--- src/rtl/linebuffer_fetch_sched.sv ---
// Framebuffer port scheduler: one line-buffer burst per active line ahead of
// the beam, host traffic in the gaps, underrun flag on a missed deadline.
module linebuffer_fetch_sched #(
  parameter int LINE_WORDS = 80,
  parameter int V_FIRST    = 45,
  parameter int V_RES      = 480,
  parameter int FETCH_H    = 0,
  parameter int H_LAST     = 799,
  parameter int ADDR_W     = 16,
  parameter int DATA_W     = 64,
  parameter int LB_AW      = 8
) (
  input  logic              i_pixclk,
  input  logic              i_rst,
  input  logic [15:0]       i_h,
  input  logic [15:0]       i_v,
  output logic              o_mem_req,
  output logic              o_mem_we,
  output logic [ADDR_W-1:0] o_mem_addr,
  output logic [DATA_W-1:0] o_mem_wdata,
  input  logic              i_mem_ack,
  input  logic [DATA_W-1:0] i_mem_rdata,
  output logic              o_lb_we,
  output logic [LB_AW-1:0]  o_lb_addr,
  output logic [DATA_W-1:0] o_lb_data,
  input  logic              i_host_req,
  input  logic              i_host_we,
  input  logic [ADDR_W-1:0] i_host_addr,
  input  logic [DATA_W-1:0] i_host_wdata,
  output logic              o_host_ack,
  output logic [DATA_W-1:0] o_host_rdata,
  output logic              o_underrun
);

  localparam int WW  = (LINE_WORDS > 1) ? $clog2(LINE_WORDS) : 1;
  localparam int LNW = (V_RES > 1) ? $clog2(V_RES) : 1;

  typedef enum logic [1:0] {
    IDLE,
    FETCH,
    HOST,
    DRAIN
  } state_t;

  state_t         state;
  logic           pending;
  logic [LNW-1:0] pend_line;
  logic [LNW-1:0] line;
  logic [WW-1:0]  word;

  logic           trig;
  logic           deadline;
  logic           last_word;
  logic [LNW-1:0] trig_line;
  logic [LNW-1:0] start_line;
  logic [WW-1:0]  word_nx;

  function automatic logic [ADDR_W-1:0] fetch_addr(
    input logic [LNW-1:0] l,
    input logic [WW-1:0]  w
  );
    return ADDR_W'(32'(l) * 32'(LINE_WORDS) + 32'(w));
  endfunction

  function automatic logic [LB_AW-1:0] buf_addr(
    input logic           half,
    input logic [WW-1:0]  w
  );
    return LB_AW'((half ? 32'(LINE_WORDS) : 32'd0) + 32'(w));
  endfunction

  // Trigger window is one line ahead of the active region.
  always_comb begin
    trig = (i_h == 16'(FETCH_H))
        && (32'(i_v) >= 32'(V_FIRST - 1))
        && (32'(i_v) <= 32'(V_FIRST + V_RES - 2));
    trig_line  = LNW'(32'(i_v) - 32'(V_FIRST - 1));
    start_line = trig ? trig_line : pend_line;
    deadline   = (i_h == 16'(H_LAST));
    last_word  = (word == WW'(LINE_WORDS - 1));
    word_nx    = word + WW'(1);
  end

  always_ff @(posedge i_pixclk) begin
    if (i_rst) begin
      state        <= IDLE;
      pending      <= 1'b0;
      pend_line    <= '0;
      line         <= '0;
      word         <= '0;
      o_mem_req    <= 1'b0;
      o_mem_we     <= 1'b0;
      o_mem_addr   <= '0;
      o_mem_wdata  <= '0;
      o_lb_we      <= 1'b0;
      o_lb_addr    <= '0;
      o_lb_data    <= '0;
      o_host_ack   <= 1'b0;
      o_host_rdata <= '0;
      o_underrun   <= 1'b0;
    end else begin
      o_lb_we    <= 1'b0;
      o_host_ack <= 1'b0;
      o_underrun <= 1'b0;
      if (trig) begin
        pending   <= 1'b1;
        pend_line <= trig_line;
      end
      unique case (state)
        IDLE: begin
          if (pending || trig) begin
            state      <= FETCH;
            pending    <= 1'b0;
            line       <= start_line;
            word       <= '0;
            o_mem_req  <= 1'b1;
            o_mem_we   <= 1'b0;
            o_mem_addr <= fetch_addr(start_line, '0);
          end else if (i_host_req) begin
            state       <= HOST;
            o_mem_req   <= 1'b1;
            o_mem_we    <= i_host_we;
            o_mem_addr  <= i_host_addr;
            o_mem_wdata <= i_host_wdata;
          end
        end
        FETCH: begin
          if (i_mem_ack) begin
            o_lb_we   <= 1'b1;
            o_lb_addr <= buf_addr(line[0], word);
            o_lb_data <= i_mem_rdata;
            if (last_word) begin
              state     <= IDLE;
              o_mem_req <= 1'b0;
            end else if (deadline) begin
              state      <= IDLE;
              o_mem_req  <= 1'b0;
              o_underrun <= 1'b1;
            end else begin
              word       <= word_nx;
              o_mem_addr <= fetch_addr(line, word_nx);
            end
          end else if (deadline) begin
            // Request already on the bus: wait out its ack, drop the data.
            state      <= DRAIN;
            o_underrun <= 1'b1;
          end
        end
        HOST: begin
          if (i_mem_ack) begin
            state        <= IDLE;
            o_mem_req    <= 1'b0;
            o_mem_we     <= 1'b0;
            o_host_ack   <= 1'b1;
            o_host_rdata <= i_mem_rdata;
          end
        end
        DRAIN: begin
          if (i_mem_ack) begin
            state     <= IDLE;
            o_mem_req <= 1'b0;
          end
        end
      endcase
    end
  end

endmodule

--- config.mk ---
export PLATFORM = sky130hd
export DESIGN_NAME = linebuffer_fetch_sched
export DESIGN_NICKNAME = d
export VERILOG_FILES = /design/src/rtl/linebuffer_fetch_sched.sv
export SDC_FILE = /design/constraint.sdc
export NUM_CORES = 1
export LEC_CHECK = 0
export CAP_MARGIN = 5
export CORE_ASPECT_RATIO = 0.7
export CORE_MARGIN = 2
export CORE_UTILIZATION = 32
export CTS_CLUSTER_SIZE = 10
export DETAILED_ROUTE_END_ITERATION = 10
export SLEW_MARGIN = 10
export SYNTH_ARGS = -nofsm -noshare
export SYNTH_HDL_FRONTEND = slang
export SYNTH_SLANG_ARGS = --single-unit
--- constraint.sdc ---
create_clock -name i_pixclk -period 4.4 [get_ports i_pixclk]
set_input_delay 0.44 -clock i_pixclk [delete_from_list [all_inputs] [get_ports i_pixclk]]
set_output_delay 0.44 -clock i_pixclk [all_outputs]
set_load 0.01 [all_outputs]
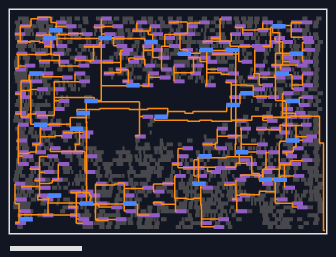
Fig. 1. Routed clock nets over the placement.
The bar under the picture is 50 um long.
[orange] clock wires | length: 3640 um
[blue] cells driving clock nets | count: 30
[purple] flip-flops | count: 249
flops lie: widely spread
routed clock nets: 31
P_clk: 2.28 mW
Clock Power Share: 0.436
clk_skew: 11.01 ps

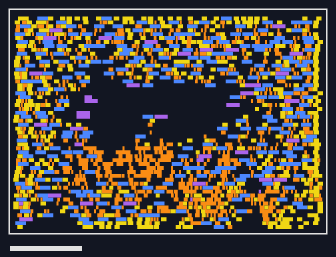
Fig. 2. Placement by cell class.
The bar under the picture is 50 um long.
| colour | class | cells |
|---|---|---|
| yellow | other buffers and delay cells | 446 |
| orange | all other logic | 971 |
| purple | clock drivers and dummy loads | 41 |
| blue | flops | 249 |
Final Core Density: 0.5021
row cnt: 54

==> flow_metrics.tcl <==
# flow metrics
set metrics [dict create \
    status "finished clean" \
    cts_sinks 249 \
    critPathMaxStageDelay_ps 530 \
    ant_nets 0 \
    maxPowerGroup "registers" \
    ys_sh_adder 0.04838 \
    min_path_cells 2 \
    reg2reg_to "o_mem_addr[8]" \
    ys_sh_mux 0.007051 \
    powerComb_mw 0.590 \
    grt-ovfl-total 0 \
    drt-met1-wl_mm 16.96 \
    syn-num-nets 1521 \
    hp-start "i_rst" \
    port_buffers 401 \
    numCtsBuffers 30 \
    placed_cells 2085 \
    worst-path-buf-inv 3 \
    drv_slew 0 \
    seq-cell-share 0.3160 \
    power_frac_comb 0.113 \
    initial_core_util 0.3276 \
    flop-count 249 \
    critical_path_cell_count 17 \
    edf_count 0 \
    clk_pin_slew_ps 60 \
    endpoint "o_mem_addr[14]" \
    hold_class "primary input to flop" \
    top_cell "nand2_1" \
    synth.distinct_cells 58 \
    setup_viol 0 \
    use_met2 0.3382 \
    grt_use_met1 0.2890 \
    maxUsedRoutingLayer "met4" \
    finalHoldViolations 0 \
    synth_flops 249 \
    drt-total-wl_mm 37.88 \
    worst_pin_slew_ps 1021 \
    drv_cap 0 \
    path_cells "clkdlybuf4s50_1 -> or4_1 -> a211o_1 -> buf_4 -> a211oi_2 -> nand2_1 -> a21oi_1 -> inv_1 -> ha_1 -> ha_1 -> o21ai_0 -> nor2_1 -> o31ai_1 -> a21oi_1 -> or3b_2 -> a31oi_1 -> o22ai_1" \
    multi_input_comb_cells 953 \
    worst-path-max-fanout 6 \
    layout_top_cell "nand2_1" \
    ir_worst_vdd_uv 259.6 \
    clockBufferDepth 3 \
    wl_met2_mm 16.61 \
    syn2layout_area_growth_pct 53.27 \
    relSlewSlack 0.3168 \
    cts_tree "built" \
    tns_ps 0 \
    largest_class "sequential cells" \
    topCellsByArea "dfxtp_1 (48%), nand2_1 (16%), a21oi_1 (11%), ha_1 (4.3%), clkbuf_1 (2.4%)" \
    top_cell_area_share 0.4843 \
    critical_path.top_delay_family "AND-OR/OR-AND gates" \
    flop_area_mm2 0.004985 \
    fin_cells 2128 \
    drive_gt1_frac 0.05858 \
    xor_share 0.02127 \
    r2r_cells 8 \
    synth_seq_share 0.4843 \
    top_usage_layer "met2" \
    yosysWarnings 0 \
    die_h_um 154.1 \
    dp_hpwl_mm 26.93 \
    fmax_ghz 0.2397 \
    syn_area_mm2 0.01029 \
    logic_area_mm2 0.004942 \
    synth-async-reset-ratio 0 \
    crit-reg2reg-launch "word[0]" \
    synthTopLogicFamily "simple AND/OR/NAND/NOR gates" \
    cts-root-buf "clkbuf_16" \
    p_leak_nw 5.820 \
    hold_buffers 0 \
    grt.total_usage 0.2174 \
    route.met3.wl_mm 3.537 \
    nets 1917 \
    signal_buffers 446 \
    die-area_mm2 0.03364 \
    rsz0062_at_grt "no" \
    comb_area_frac 0.3133 \
    gp_congestion 0.8648 \
    p_switching_mw 1.230 \
    min_delay_worst_endpoint "o_mem_wdata[40]" \
    fp.coreArea_mm2 0.03142 \
    final.fill_count 3039 \
    grt_pass1_wl_mm 57.87 \
    largest_area_cell "dfxtp_1" \
    warnings 29 \
    internal-power_mw 4.008 \
]
## what timing repair did
| item | CTS | global route |
|---|---|---|
| setup endpoints to repair | 0 | 2 |
| buffers inserted | 0 | 1 |
| resized | 0 | 1 |
## metrics by stage
step | setup slack, ps | area, um2 | power [mW]
2_1_floorplan | 102.2 | 10290 | 2.616
3_3_place_gp | -187.8 | 14890 | 3.000
3_5_place_dp | -294.9 | 14890 | 3.003
4_1_cts | 240.0 | 15760 | 5.314
5_1_grt | 5.438 | 15780 | 5.460
6_report | 228.5 | 15780 | 5.238
## state kept, by name (all words and copies together), names as in the netlist
signal        cells
line              9
o_host_ack        1
o_host_rdata     64
o_lb_addr         8
o_lb_data        64
o_lb_we           1
o_mem_addr       16
o_mem_req         1
o_mem_wdata      64
o_mem_we          1
o_underrun        1
pend_line         9
pending           1
state             2
word              7
No activity file was given, so power comes from the tool's default toggle rates.
